--- src/rtl/sample_rate_meter_if.sv ---
// -----------------------------------------------------------------------------
// sample_rate_meter_if
//   Bundles the control, strobe and result signals of sample_rate_meter.
//   master : the side driving controls and ready strobes (e.g. XADC wrapper/host)
//   slave  : the meter itself
//
//   enable      measurement enable; low forces the meter idle
//   single_shot 1 = one window per start, 0 = continuous windows
//   start       single-shot trigger, level sampled while idle
//   ready       per-channel ready / end-of-conversion strobes
//   rate        latched counts, channel i at [i*CNT_W +: CNT_W]
//   rate_valid  one-cycle pulse when rate/sat update
//   sat         per-channel "count clipped in last latched window"
//   busy        high while a window is running
// -----------------------------------------------------------------------------
interface sample_rate_meter_if #(
    parameter int NUM_CH = 4,
    parameter int CNT_W  = 16
);
    logic                      enable;
    logic                      single_shot;
    logic                      start;
    logic [NUM_CH-1:0]         ready;
    logic [NUM_CH*CNT_W-1:0]   rate;
    logic                      rate_valid;
    logic [NUM_CH-1:0]         sat;
    logic                      busy;

    modport master (
        output enable, single_shot, start, ready,
        input  rate, rate_valid, sat, busy
    );

    modport slave (
        input  enable, single_shot, start, ready,
        output rate, rate_valid, sat, busy
    );
endinterface

--- src/rtl/sample_rate_meter.sv ---
// -----------------------------------------------------------------------------
// sample_rate_meter
//   Counts falling edges of NUM_CH ready strobes over a gate window of
//   GATE_CYCLES clock cycles and latches the per-channel counts at the end of
//   each window, pulsing rate_valid for one cycle. Counters saturate at
//   2^CNT_W-1 and report clipping through per-channel sat flags. Supports
//   continuous and single-shot operation; dropping enable aborts a window
//   without touching the previously latched results.
//
//   clk100  : system clock, all logic on the rising edge
//   reset_n : asynchronous active-low reset
//   bus     : sample_rate_meter_if.slave (controls, strobes, results)
// -----------------------------------------------------------------------------
module sample_rate_meter #(
    parameter int NUM_CH      = 4,
    parameter int CNT_W       = 16,
    parameter int GATE_CYCLES = 100000000,
    parameter int GATE_W      = 27
) (
    input  logic                 clk100,
    input  logic                 reset_n,
    sample_rate_meter_if.slave   bus
);

    typedef enum logic {
        S_IDLE = 1'b0,
        S_RUN  = 1'b1
    } state_t;

    localparam logic [GATE_W-1:0] LAST_GATE = GATE_W'(GATE_CYCLES - 1);

    state_t                   r_state;
    logic [GATE_W-1:0]        r_gate_cnt;
    logic [NUM_CH-1:0]        r_ready_d;
    logic                     r_rate_valid;
    logic                     r_busy;

    logic [NUM_CH-1:0]        w_fall;
    logic                     w_run;
    logic                     w_last;
    logic                     w_count;
    logic [NUM_CH*CNT_W-1:0]  w_rate_flat;
    logic [NUM_CH-1:0]        w_sat_flat;

    // ready_d tracks in every state so the first RUN cycle sees a true history
    assign w_fall  = r_ready_d & ~bus.ready;
    assign w_run   = (r_state == S_RUN);
    assign w_last  = w_run && (r_gate_cnt == LAST_GATE);
    // Ordinary accumulating cycle: running, not the window end, not aborting
    assign w_count = w_run && bus.enable && !w_last;

    always_ff @(posedge clk100 or negedge reset_n) begin
        if (!reset_n) begin
            r_ready_d <= '0;
        end else begin
            r_ready_d <= bus.ready;
        end
    end

    // Window sequencing; busy is registered alongside the state
    always_ff @(posedge clk100 or negedge reset_n) begin
        if (!reset_n) begin
            r_state      <= S_IDLE;
            r_gate_cnt   <= '0;
            r_rate_valid <= 1'b0;
            r_busy       <= 1'b0;
        end else begin
            r_rate_valid <= 1'b0;
            case (r_state)
                S_IDLE: begin
                    r_gate_cnt <= '0;
                    if (bus.enable && (!bus.single_shot || bus.start)) begin
                        r_state <= S_RUN;
                        r_busy  <= 1'b1;
                    end
                end
                S_RUN: begin
                    if (w_last) begin
                        // Window end wins over an enable drop on the same cycle
                        r_gate_cnt   <= '0;
                        r_rate_valid <= 1'b1;
                        if (bus.single_shot || !bus.enable) begin
                            r_state <= S_IDLE;
                            r_busy  <= 1'b0;
                        end
                    end else if (!bus.enable) begin
                        r_gate_cnt <= '0;
                        r_state    <= S_IDLE;
                        r_busy     <= 1'b0;
                    end else begin
                        r_gate_cnt <= r_gate_cnt + GATE_W'(1);
                    end
                end
                default: begin
                    r_state <= S_IDLE;
                    r_busy  <= 1'b0;
                end
            endcase
        end
    end

    genvar gi;
    generate
        for (gi = 0; gi < NUM_CH; gi++) begin : g_ch
            logic [CNT_W-1:0] r_cnt;
            logic [CNT_W-1:0] r_rate;
            logic             r_sat_acc;
            logic             r_sat;
            logic             w_at_max;
            logic             w_hit;
            logic [CNT_W-1:0] w_cnt_next;

            assign w_at_max   = &r_cnt;
            assign w_hit      = w_fall[gi] & w_at_max;
            assign w_cnt_next = (w_fall[gi] && !w_at_max) ? (r_cnt + CNT_W'(1)) : r_cnt;

            always_ff @(posedge clk100 or negedge reset_n) begin
                if (!reset_n) begin
                    r_cnt     <= '0;
                    r_rate    <= '0;
                    r_sat_acc <= 1'b0;
                    r_sat     <= 1'b0;
                end else if (w_last) begin
                    // Latch includes the edge (and any clipping) of the last gate cycle
                    r_rate    <= w_cnt_next;
                    r_sat     <= r_sat_acc | w_hit;
                    r_cnt     <= '0;
                    r_sat_acc <= 1'b0;
                end else if (w_count) begin
                    r_cnt     <= w_cnt_next;
                    r_sat_acc <= r_sat_acc | w_hit;
                end else begin
                    // Idle, abort, and the IDLE->RUN transition cycle count nothing
                    r_cnt     <= '0;
                    r_sat_acc <= 1'b0;
                end
            end

            assign w_rate_flat[gi*CNT_W +: CNT_W] = r_rate;
            assign w_sat_flat[gi]                 = r_sat;
        end
    endgenerate

    assign bus.rate       = w_rate_flat;
    assign bus.sat        = w_sat_flat;
    assign bus.rate_valid = r_rate_valid;
    assign bus.busy       = r_busy;

endmodule

--- src/flat_wrapper.sv ---
// flat-port wrapper written by rule: the top's interface ports become plain ports
module sample_rate_meter_flat 
#(
    parameter int NUM_CH      = 4,
    parameter int CNT_W       = 16,
    parameter int GATE_CYCLES = 100000000,
    parameter int GATE_W      = 27
)
  (clk100, reset_n, bus_enable, bus_single_shot, bus_start, bus_ready, bus_rate, bus_rate_valid, bus_sat, bus_busy);
  sample_rate_meter_if #(.NUM_CH(NUM_CH), .CNT_W(CNT_W)) bus_i ();
  input  logic clk100;
  input  logic reset_n;
  input wire logic [$bits(bus_i.enable)-1:0] bus_enable;
  input wire logic [$bits(bus_i.single_shot)-1:0] bus_single_shot;
  input wire logic [$bits(bus_i.start)-1:0] bus_start;
  input wire logic [$bits(bus_i.ready)-1:0] bus_ready;
  output wire logic [$bits(bus_i.rate)-1:0] bus_rate;
  output wire logic [$bits(bus_i.rate_valid)-1:0] bus_rate_valid;
  output wire logic [$bits(bus_i.sat)-1:0] bus_sat;
  output wire logic [$bits(bus_i.busy)-1:0] bus_busy;
  assign bus_i.enable = bus_enable;
  assign bus_i.single_shot = bus_single_shot;
  assign bus_i.start = bus_start;
  assign bus_i.ready = bus_ready;
  assign bus_rate = bus_i.rate;
  assign bus_rate_valid = bus_i.rate_valid;
  assign bus_sat = bus_i.sat;
  assign bus_busy = bus_i.busy;
  sample_rate_meter #(.NUM_CH(NUM_CH), .CNT_W(CNT_W), .GATE_CYCLES(GATE_CYCLES), .GATE_W(GATE_W)) u_core (.clk100(clk100), .reset_n(reset_n), .bus(bus_i));
endmodule
--- config.mk ---
export PLATFORM = sky130hd
export DESIGN_NAME = sample_rate_meter_flat
export DESIGN_NICKNAME = d
export VERILOG_FILES = /design/src/rtl/sample_rate_meter_if.sv /design/src/rtl/sample_rate_meter.sv /design/src/flat_wrapper.sv
export SDC_FILE = /design/constraint.sdc
export NUM_CORES = 1
export LEC_CHECK = 0
export ABC_AREA = 1
export CAP_MARGIN = 40
export CORE_ASPECT_RATIO = 0.7
export CORE_MARGIN = 1.5
export CORE_UTILIZATION = 35
export DETAILED_ROUTE_END_ITERATION = 16
export PLACE_DENSITY = 0.51
export SLEW_MARGIN = 25
export SYNTH_ARGS = -nofsm -noshare
export SYNTH_HDL_FRONTEND = slang
export SYNTH_SLANG_ARGS = --single-unit
--- constraint.sdc ---
create_clock -name clk100 -period 2.2 [get_ports clk100]
set_clock_uncertainty 0.15 [all_clocks]
set_input_delay 0.33 -clock clk100 [delete_from_list [all_inputs] [get_ports clk100]]
set_output_delay 0.33 -clock clk100 [all_outputs]
set_load 0.05 [all_outputs]
The metal 3 layer:
Bar = 50 µm. Cells faint in the background.
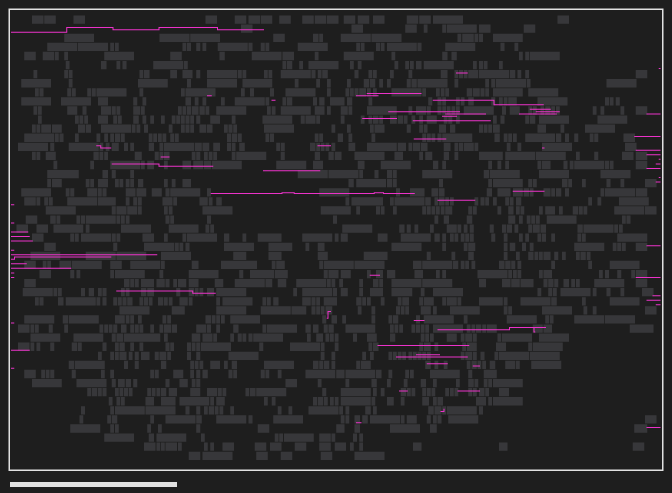
The wires run mostly horizontal. The layer holds 3.1% of the routed length.

Routed clock nets over the placement:
Bar = 50 µm.
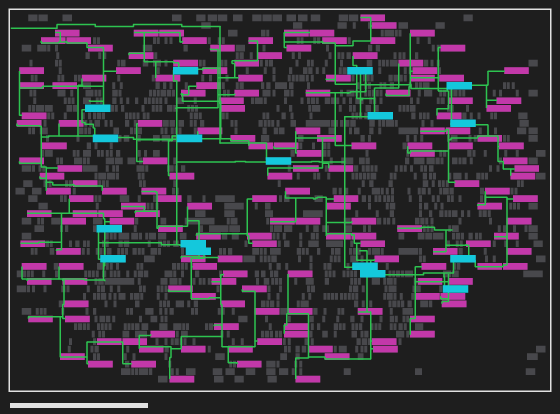
clock-net drivers: marked cyan, count 17. flip-flops: marked magenta, count 170. clock wires: marked green, length 2470 µm.
Position of the flops: spread over the die.

Congestion heat map:
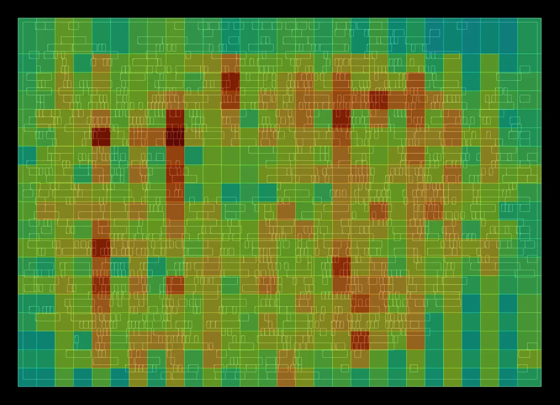
GRT Overall Usage: 0.178
met2 GRT Util: 0.260
utilization after layout: 0.429
met1 usage: 0.267
DR WL/cell: 13.5 µm

==> Slide: Implementation Results <==
Physical Implementation Snapshot

Place
  – GP Congestion: 0.834
  – Placed cells: 1647

Worst setup path
  – Bufs and invs on worst path: 1
  – Req. time, crit path: 1.72 ns
  – Worst r2r src: u_core.g_ch[2].r_cnt[0]
  – Crit path launch type: register
  – Critical path data arrival time: 1.66 ns

Detailed routing
  – Routed WL: 22800 µm
  – Iteration count of the initial detailed-routing pass: 5
  – DR vias: 7790

Finish
  – Fin nets: 1351
  – Diodes inserted: 0
  – Layout cell share with drive strength beyond 1: 0.0785
  – Largest regs: u_core.g_ch.r_cnt (64), u_core.g_ch.r_rate (64), u_core.r_gate_cnt (27)

Worst hold path
  – Worst min path class: input port to register
  – Hold EP: u_core.r_ready_d[1]
  – Hold path startpoint: bus_ready[1]

Yosys
  – Synthesized net count: 1257
  – Area leader share: 0.470
  – Distinct lib cells: 32
  – Synth Area per Inst: 7.28 µm²

Status
  – Status: finished clean

Die
  – Core Region: 0.0256 mm²
  – Die ar.: 0.0268 mm²
  – Rows: 49
  – Vert. Die Dim: 138 µm
  – Core Util at FP: 0.354

Clock network
  – Clk ins delay skew pair: 0.44 ns
  – Root Buffer: clkbuf_16

Power
  – Comb power frac: 0.061
  – P per Cell Area: 607 mW/mm²

Flow run
  – Tool warnings: 26
## power groups by stage
stage | Clock [mW] | Combinational, mW | Sequential, mW
after floorplan | 0 | 0.185 | 3.25
after global placement | 0 | 0.390 | 3.23
after detailed placement | 0 | 0.392 | 3.23
after CTS | 3.16 | 0.394 | 3.17
after global routing | 3.29 | 0.456 | 3.18
final | 3.08 | 0.406 | 3.17
## final cells by class
type                    instances  area, µm²  share of cell area
flip-flops and latches        170       4260               0.388
multi-input cells             907       4080               0.371
repair buffers                112       1150               0.105
inverters                     129        484              0.0441
clock inverters                15        166              0.0152
clock buffers                  17        425              0.0388
well taps                     331        414              0.0377
## how the worst max path moves through the flow
stage                              startpoint                        end  slack (ns)  cells after the start
floorplan             u_core.g_ch[2].r_cnt[0]  u_core.g_ch[2].r_rate[15]        0.35                     10
CTS                      u_core.g_ch[0].r_sat                 bus_sat[0]        0.02                      1
detailed placement       u_core.r_gate_cnt[0]       u_core.r_gate_cnt[5]        0.11                     10
global route          u_core.g_ch[2].r_cnt[0]   u_core.g_ch[2].r_rate[1]      -0.002                      9
global placement                 bus_ready[3]   u_core.g_ch[3].r_rate[1]       -0.21                      7
finish              u_core.g_ch[0].r_rate[15]               bus_rate[15]        0.06                      1
## kinds of logic after synthesis
logic type	count (synthesis)	synth area share
AND-OR/OR-AND	72	0.0460
XOR/XNOR	36	0.0348
adder cells (fa/ha/maj)	5	0.00691
buffers and inverters	166	0.0824
flip-flops	170	0.470
AND/OR/NAND/NOR	794	0.360
## through the flow
step	hold WS, ns	setup slack, ns	utilization
after global placement	0.175	-0.208	0.403
after CTS	0.191	0.0216	0.427
after floorplan	-0.116	0.351	-
after global routing	0.195	-0.00202	0.429
final	0.209	0.0602	0.429
after detailed placement	0.171	0.106	0.403
No activity file was given, so power comes from the tool's default toggle rates.
